## src/rtl/pio_key_debounce.sv

```systemverilog
// pio_key_debounce: Avalon-MM key PIO with sync, per-bit debounce, edge capture and irq (clk, reset_n, chipselect, address, write_n, writedata, readdata, in_port, irq)
module pio_key_debounce #(
  parameter int WIDTH = 2,
  parameter int DEBOUNCE_CYCLES = 1000,
  parameter int SYNC_STAGES = 2,
  parameter logic [WIDTH-1:0] IDLE_LEVEL = {WIDTH{1'b1}}
) (
  input  logic             clk,
  input  logic             reset_n,
  input  logic             chipselect,
  input  logic [2:0]       address,
  input  logic             write_n,
  input  logic [31:0]      writedata,
  output logic [31:0]      readdata,
  input  logic [WIDTH-1:0] in_port,
  output logic             irq
);
  localparam int CW = $clog2(DEBOUNCE_CYCLES) + 1;
  logic [SYNC_STAGES-1:0][WIDTH-1:0] sync;
  logic [WIDTH-1:0][CW-1:0] cnt;
  logic [WIDTH-1:0] s, db, db_prev, mask, cap, rise_en, fall_en, evt, wd, clr, rd_sel;
  logic wr;
  always_comb begin
    s = sync[SYNC_STAGES-1];
    wr = chipselect && !write_n;
    wd = writedata[WIDTH-1:0];
    evt = (db & ~db_prev & rise_en) | (~db & db_prev & fall_en);
    clr = (wr && address == 3'd2) ? wd : '0;
    rd_sel = address == 3'd0 ? db :
             address == 3'd1 ? mask :
             address == 3'd2 ? cap :
             address == 3'd3 ? rise_en :
             address == 3'd4 ? fall_en :
             address == 3'd5 ? s : '0;
    irq = |(cap & mask);
  end
  always_ff @(posedge clk or negedge reset_n)
    if (!reset_n) begin
      sync <= {SYNC_STAGES{IDLE_LEVEL}};
      cnt <= '0;
      db <= IDLE_LEVEL;
      db_prev <= IDLE_LEVEL;
      mask <= '0;
      cap <= '0;
      rise_en <= '0;
      fall_en <= '1;
      readdata <= '0;
    end else begin
      sync <= {sync[SYNC_STAGES-2:0], in_port};
      for (int n = 0; n < WIDTH; n++)
        if (s[n] == db[n]) cnt[n] <= '0;
        else if (cnt[n] == CW'(DEBOUNCE_CYCLES - 1)) begin
          db[n] <= s[n];
          cnt[n] <= '0;
        end else cnt[n] <= cnt[n] + CW'(1);
      db_prev <= db;
      cap <= evt | (cap & ~clr);
      if (wr && address == 3'd1) mask <= wd;
      if (wr && address == 3'd3) rise_en <= wd;
      if (wr && address == 3'd4) fall_en <= wd;
      readdata <= 32'(rd_sel);
    end
endmodule

```

## config.mk

```make
export PLATFORM = sky130hd
export DESIGN_NAME = pio_key_debounce
export DESIGN_NICKNAME = d
export VERILOG_FILES = /design/src/rtl/pio_key_debounce.sv
export SDC_FILE = /design/constraint.sdc
export NUM_CORES = 1
export LEC_CHECK = 0
export ABC_CLOCK_PERIOD_IN_PS = 3200
export CAP_MARGIN = 30
export CORE_UTILIZATION = 45
export CTS_BUF_LIST = sky130_fd_sc_hd__clkbuf_8
export CTS_CLUSTER_DIAMETER = 150
export DETAILED_ROUTE_END_ITERATION = 10
export PLACE_DENSITY = 0.8
export RECOVER_POWER = 100
export SLEW_MARGIN = 20
export SYNTH_ARGS = -nofsm -noshare
export SYNTH_HDL_FRONTEND = slang
export SYNTH_SLANG_ARGS = --single-unit
```

## constraint.sdc

```tcl
create_clock -name clk -period 3.2 [get_ports clk]
set_input_delay 0.96 -clock clk [delete_from_list [all_inputs] [get_ports clk]]
set_output_delay 0.96 -clock clk [all_outputs]
set_load 0.05 [all_outputs]
```

Fig. 1: run 1, signal wires on met1
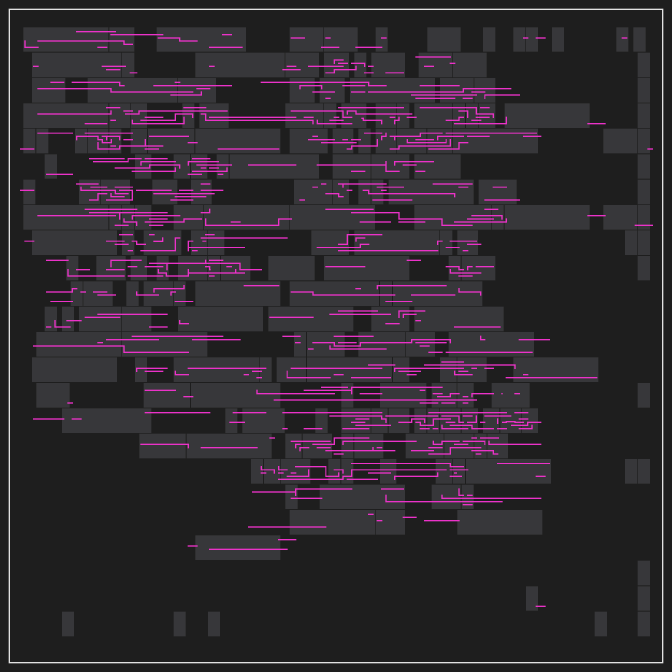
- nets with wire on the layer: 191
- longest straight run: 21.6 um
- main direction: horizontal
routed via count: 1374
met1 Use GR: 18.88%

Fig. 2: run 1, metal 2
Bar = 20 um.
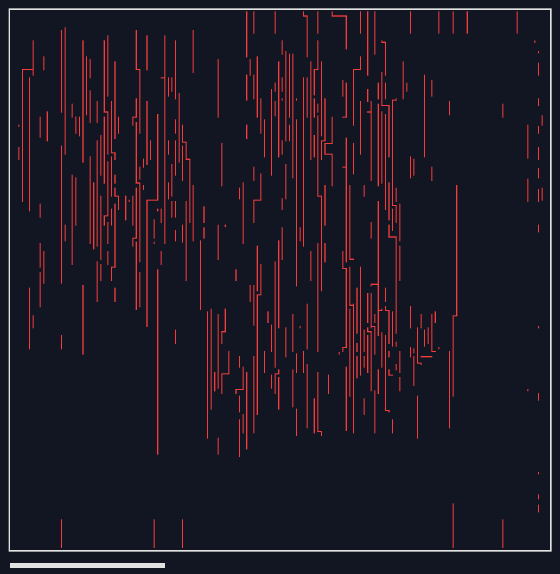
- nets with wire on the layer: 196
- longest straight run: 26.9 um
met2 Use GR: 23.50%
WL final: 3232 um

==> Changelog: implementation, run 1 <==
### Changed

* Met3 wire len at 168 um
* Wirelength per Cell at 12.06 um
* CP required at 2240 ps
* VDD IR max at 283.4 uV
* Comb area leader: simple AND/OR/NAND/NOR gates
* Gr busiest metal: met2
* Post-synth area from yosys stat at 2068 sq um
* DP Area at 2133 sq um
* Startpoint Class: register
* Synth mux share at 7.562%
* Final period util at 82.50%
* CTS clk-pin slew, worst paths at 80 ps
* Unrepaired setup endpoints after global routing: no
* Run status: finished, final reports clean
* Fp util at 47.17%
* Hold Path Depth at 0
* Routability Congestion at 0.7871
* CTS H-Tree Depth at 2
* Worst r2r path cells at 5
* RR Startpoint: cnt[0]
* Crit-path cells: a22o_1 > dlygate4sd3_1
* FF-to-FF End: cnt[6]
* Port Buf Inserts at 13
* Crit path buffers/inverters at 1
* Drt initial violations at 87
* Met2 WL at 1645 um
* Syn-to-layout area delta at 7.441%
* Clock Latency Late Sink at 290 ps
* Hold path start: sync[0]
* Most area-hungry cell type in the Yosys netlist: dfrtp_1
* I/O Pins at 74
* Syn_area_per_cell at 10.50 sq um
* Worst slew pin tran at 1465 ps
* Worst-case clock buffer depth at 2
* Setup slack, reg-to-reg at 1290 ps
* Core Box Area at 4384 sq um
* Post-DRT Antenna Nets at 0
* CP arrival at 1680 ps
* Hold buffers post-CTS at 0
* Clk_skew at 9.819 ps
* First-pass GRT wire length at 5685 um
* Pwr dens at 503.6 nW/um^2
* Setup-failing EPs final at 0
* Largest net degree at the start of global routing at 41
* Initial antenna violation count at 0
* Yosys aoi share at 7.018%
* Slowest CP cell: dlygate4sd3_1
* Dominant logic cell types in the final layout: conb_1 (30), dfrtp_1 (30), nor2_1 (27)
* Max_slew headroom at 2.306%
* Max-cap viol count at 0
* Fmax achieved at 378.8 MHz
* Fin. Hold Viols at 0
* Seq/Total Area, Yosys at 49.00%
* Tmin final at 2640 ps
* CP delay by family, top: buffers and inverters
* Crit path depth at 2
* Detailed-placement wirelength estimate at 2226 um
* Cells after Synth at 197
* Hold Path End: s[0]
* Vias in the first global route at 1281
* Congestion Overflow GR at 0
* Cells in synth_stat.txt at 197
* CTS Buf Count at 5
* Final nets at 258
* CP Max Fanout at 3
* Max Transition Viols Final at 0
* WL met1 at 1396 um
* Clock sink count at 40
* Synth top area share at 36.30%
* Final Instance Area at 2222 sq um
* Worst min path class: register to register
* Residual DRC count at 0
* Max incr delay on CP at 870 ps
* Cts repair resizes at 0
* CP Capture Type: primary output
* Xor/xnor share at 6.776%
* Die height at 69.80 um
* Final worst slack at 559.9 ps
Fig. 3: run 1, metal 3
Bar = 20 um.
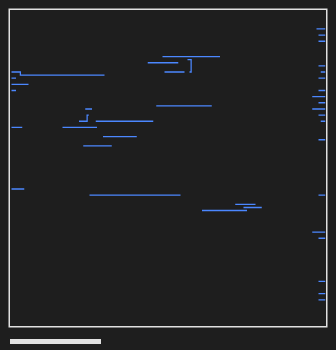
- longest straight run: 19.8 um
- main direction: horizontal
met3 Usage GRT: 4.797%

## run 1: worst max path at each step
stage	endpoint	startpoint	slack, ps
after global routing	cnt[14]	reset_n	310
after CTS	irq	mask[0]	600
after global placement	readdata[1]	address[1]	620
after floorplan	readdata[1]	address[1]	1200
final	irq	cap[1]	560
after detailed placement	readdata[1]	address[1]	630
## run 1: state kept, by name, indices dropped and copies added (netlist names)
register	flops
rise_en	2
sync	2
cap	2
db_prev	2
s	2
cnt	22
db	2
fall_en	2
mask	2
readdata	2
## run 1: per-stage QoR
stage	utilization (%)	total power (uW)	hold WS (ps)	std cells
floorplan	-	756.4	345.2	226
global placement	48.66	774.8	345.7	259
detailed placement	48.66	777.8	347.6	259
CTS	50.94	1140	358.3	267
global route	50.68	1169	364.3	268
finish	50.68	1119	357.6	268
## run 1: cell usage after synthesis (all sizes together)
cell type,n
buf,31
dfrtp,30
nor2,27
nand2,12
mux2,11
dfstp,10
nand3,10
xnor2,10
a21oi,6
xor2,6
inv,4
nand4,3
nor3,3
o21ai,3
and3,2
ha,2
nor2b,2
nor4,2
nor4b,2
o211ai,2
o22ai,2
a211oi,1
a21o,1
a22o,1
a22oi,1
a31oi,1
a41oi,1
and4,1
clkbuf,1
conb,1
mux2i,1
mux4,1
nand3b,1
nand4bb,1
nor3b,1
o21bai,1
o221a,1
or3,1
## run 1: layout make-up
type / instances / area, sq um
flip-flops and latches: 40 / 1013
repair buffers: 14 / 127.6
clock buffers: 7 / 96.34
well taps: 52 / 65.06
clock inverters: 1 / 3.754
inverters: 4 / 15.01
fillers: 383 / 2162
multi-input cells: 150 / 900.9
## run 1: where the power goes
part | internal (uW) | switching (uW)
clock | 193 | 162
sequential | 544 | 25.0
combinational | 54.3 | 140
Fig. 4: run 1, routed metal per tile
Bar = 20 um. The die is cut into 14 by 14 equal tiles; dark purple is low, yellow is high, scaled to the fullest tile. Values are wire area over tile area, all layers added.
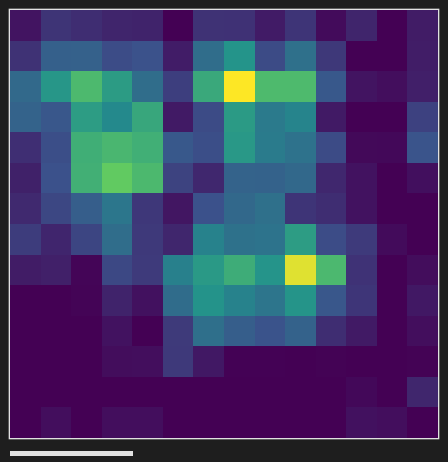

==> run 2, diff against run 1 <==
- ABC_CLOCK_PERIOD_IN_PS: 3200 -> 2210
- CORE_UTILIZATION: 45 -> 42
- PLACE_DENSITY: 0.8 -> 0.79
- clock period: 3.2 -> 2.21 ns (I/O delays scaled with it)
Fig. 5: run 2, routed metal per tile
Bar = 20 um. The die is cut into 14 by 14 equal tiles; dark purple is low, yellow is high, scaled to the fullest tile. Values are wire area over tile area, all layers added.
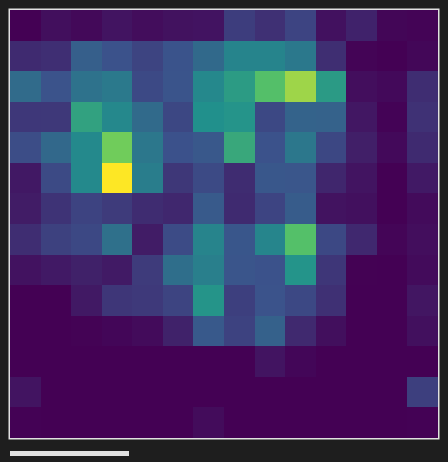
- mean over tiles: 0.099
- densest ninth of the die: north
- fullest tile: 0.60
- nearly empty tiles: 31%
- emptiest ninth of the die: south-west
Wirelength per Cell: 11.33 um
WL final: 3239 um
GRT Util Overall: 13.64%
routed via count: 1373

==> Changelog: implementation, run 2 <==
### Changed

* Run status: finished, violations left
* Failing checks: design-rule violations
* Top cells by count, synth: buf_4 (30), dfrtp_1 (30), nor2_1 (27), nand2_1 (12)
* Port Buf Inserts at 13 (unchanged)
* Post-DRT Antenna Nets at 0 (unchanged)
* Pwr dens at 744.6 nW/um^2 (+48%)
* DP Area at 2195 sq um (+2.9%)
* CP required at 1550 ps (-690 ps)
* Fp util at 43.79% (-3.4 points)
* Routability Congestion at 0.8266 (+5.0%)
* Detailed-placement wirelength estimate at 2380 um (+6.9%)
* Hold buffers post-CTS at 0 (unchanged)
* Residual DRC count at 2 (+2)
* Worst-case clock buffer depth at 2 (unchanged)
* Syn-to-layout area delta at 9.619%
* CTS H-Tree Depth at 2 (unchanged)
* Clock sink count at 40 (unchanged)
* Flip-flops with a built-in enable at 0 (unchanged)
* Biggest register: cnt
* Clk_skew at 4.517 ps (-5.301 ps)
* Crit path depth at 1 (-1)
* Seq/Total Area, Yosys at 49.00% (unchanged)
* Root buffer selected by CTS: clkbuf_8
* Max-cap viol count at 0 (unchanged)
* Syn_area_per_cell at 10.50 sq um (unchanged)
* Final period util at 93.63%
* CTS Buf Count at 5 (unchanged)
* Fin. Hold Viols at 0 (unchanged)
* Cells in synth_stat.txt at 197 (unchanged)
* Worst slew pin tran at 990.7 ps (-474.7 ps)
* Max reg flops at 22 (unchanged)
* Core Box Area at 4723 sq um (+7.7%)
* Initial antenna violation count at 0 (unchanged)
* Final Instance Area at 2267 sq um (+2.0%)
* Final nets at 261 (+1.2%)
* Share of cells above drive strength 1 at 14.16%
* Hold Path Depth at 0 (unchanged)
* Max Transition Viols Final at 0 (unchanged)
* Register area at 1013 sq um (unchanged)
* Max incr delay on CP at 790 ps (-80 ps)
* Comb area at 900.9 sq um (unchanged)
* Cells after Synth at 197 (unchanged)
* CTS clk-pin slew, worst paths at 70 ps (about the same)
* Startpoint Class: register
* Fmax achieved at 483.3 MHz
* First-pass GRT wire length at 5478 um (-3.6%)
* CP arrival at 1410 ps (-270 ps)
* Unrepaired setup endpoints after global routing: no
* Clock Latency Late Sink at 290 ps (about the same)
* Cts repair resizes at 1 (+1)
* Slowest CP cell: clkdlybuf4s50_1
* CP Capture Type: primary output
* Post-synth area from yosys stat at 2068 sq um (unchanged)
* Worst min path class: register to register
* Async S/R FF share, synth at 100.0% (unchanged)
* CP Max Fanout at 1 (-2)
* VDD IR max at 424.1 uV (+50%)
* Crit path buffers/inverters at 1 (unchanged)
* CP delay by family, top: buffers and inverters
* Drt initial violations at 90 (+3.4%)
* Hold WS at 356.3 ps (-1.243 ps)
* Largest net degree at the start of global routing at 22 (-46%)
* Congestion Overflow GR at 0 (unchanged)
* Final worst slack at 140.8 ps (-419.0 ps)
* Vias in the first global route at 1263 (-1.4%)
* Crit-path cells: clkdlybuf4s50_1
* Dominant logic cell types in the final layout: conb_1 (30), dfrtp_1 (30), nor2_1 (27)
* Max_slew headroom at 33.95% (+32 points)
* Setup-failing EPs final at 0 (unchanged)
* Die height at 72.18 um (+3.4%)
* Most area-hungry cell type in the Yosys netlist: dfrtp_1
* Worst r2r path cells at 5 (unchanged)
* Fill cells at 410 (+7.0%)
* Tmin final at 2069 ps
* Synth top area share at 36.30% (unchanged)
-- run 2: kinds of logic (layout without fill, tap and decap cells) --
| logic type | Yosys count | in the layout | share of synthesized area, % |
|---|---|---|---|
| fa+ha+maj | 2 | 2 | 1.210 |
| xor+xnor | 16 | 16 | 6.775 |
| flops | 40 | 40 | 49.00 |
| compound gates | 21 | 21 | 7.018 |
| buf+inv | 36 | 29 | 12.04 |
| simple gates | 68 | 68 | 16.21 |
| other cells | 1 | 30 | 0.1813 |
| mux | 13 | 13 | 7.562 |
-- run 2: worst paths after layout --
check                      slack [ps]           to         from
max in group asynchronous         640   fall_en[0]      reset_n
min in group asynchronous         510       cnt[0]      reset_n
max                               140  readdata[0]  readdata[0]
max reg2reg                       280       cnt[6]       cnt[0]
min                               360         s[1]      sync[1]
min reg2reg                       360         s[1]      sync[1]
-- run 2: per-layer routing --
metal / up-vias / global-route usage [%] / wire length, um
li1: 656 / - / -
met1: 653 / 17.15 / 1495
met2: 58 / 21.60 / 1522
met3: 6 / 4.861 / 179
met4: 0 / 5.229 / 42
met5: - / 0 / 0
-- run 2: layout make-up --
type	instances	area share (%)
clock buffers	5	3.035
clock inverters	3	1.711
inverters	4	0.6623
multi-input cells	150	39.74
flip-flops and latches	40	44.70
well taps	67	3.698
repair buffers	17	6.457
-- run 2: where the power goes --
group / total, uW / internal, uW / leakage [uW] / switching [uW]
logic: 286 / 82.4 / 0.000406 / 204
registers: 828 / 788 / 0.000508 / 39.3
clock network: 574 / 330 / 0.0000593 / 244
-- run 2: metrics by stage --
stage | std cells | utilization, % | total power [uW]
finish | 286 | 48.00 | 1688
global route | 286 | 48.00 | 1754
CTS | 286 | 48.72 | 1714
detailed placement | 278 | 46.46 | 1136
global placement | 278 | 46.46 | 1131
floorplan | 226 | - | 1095
Power is estimated from default activity; no workload was simulated.
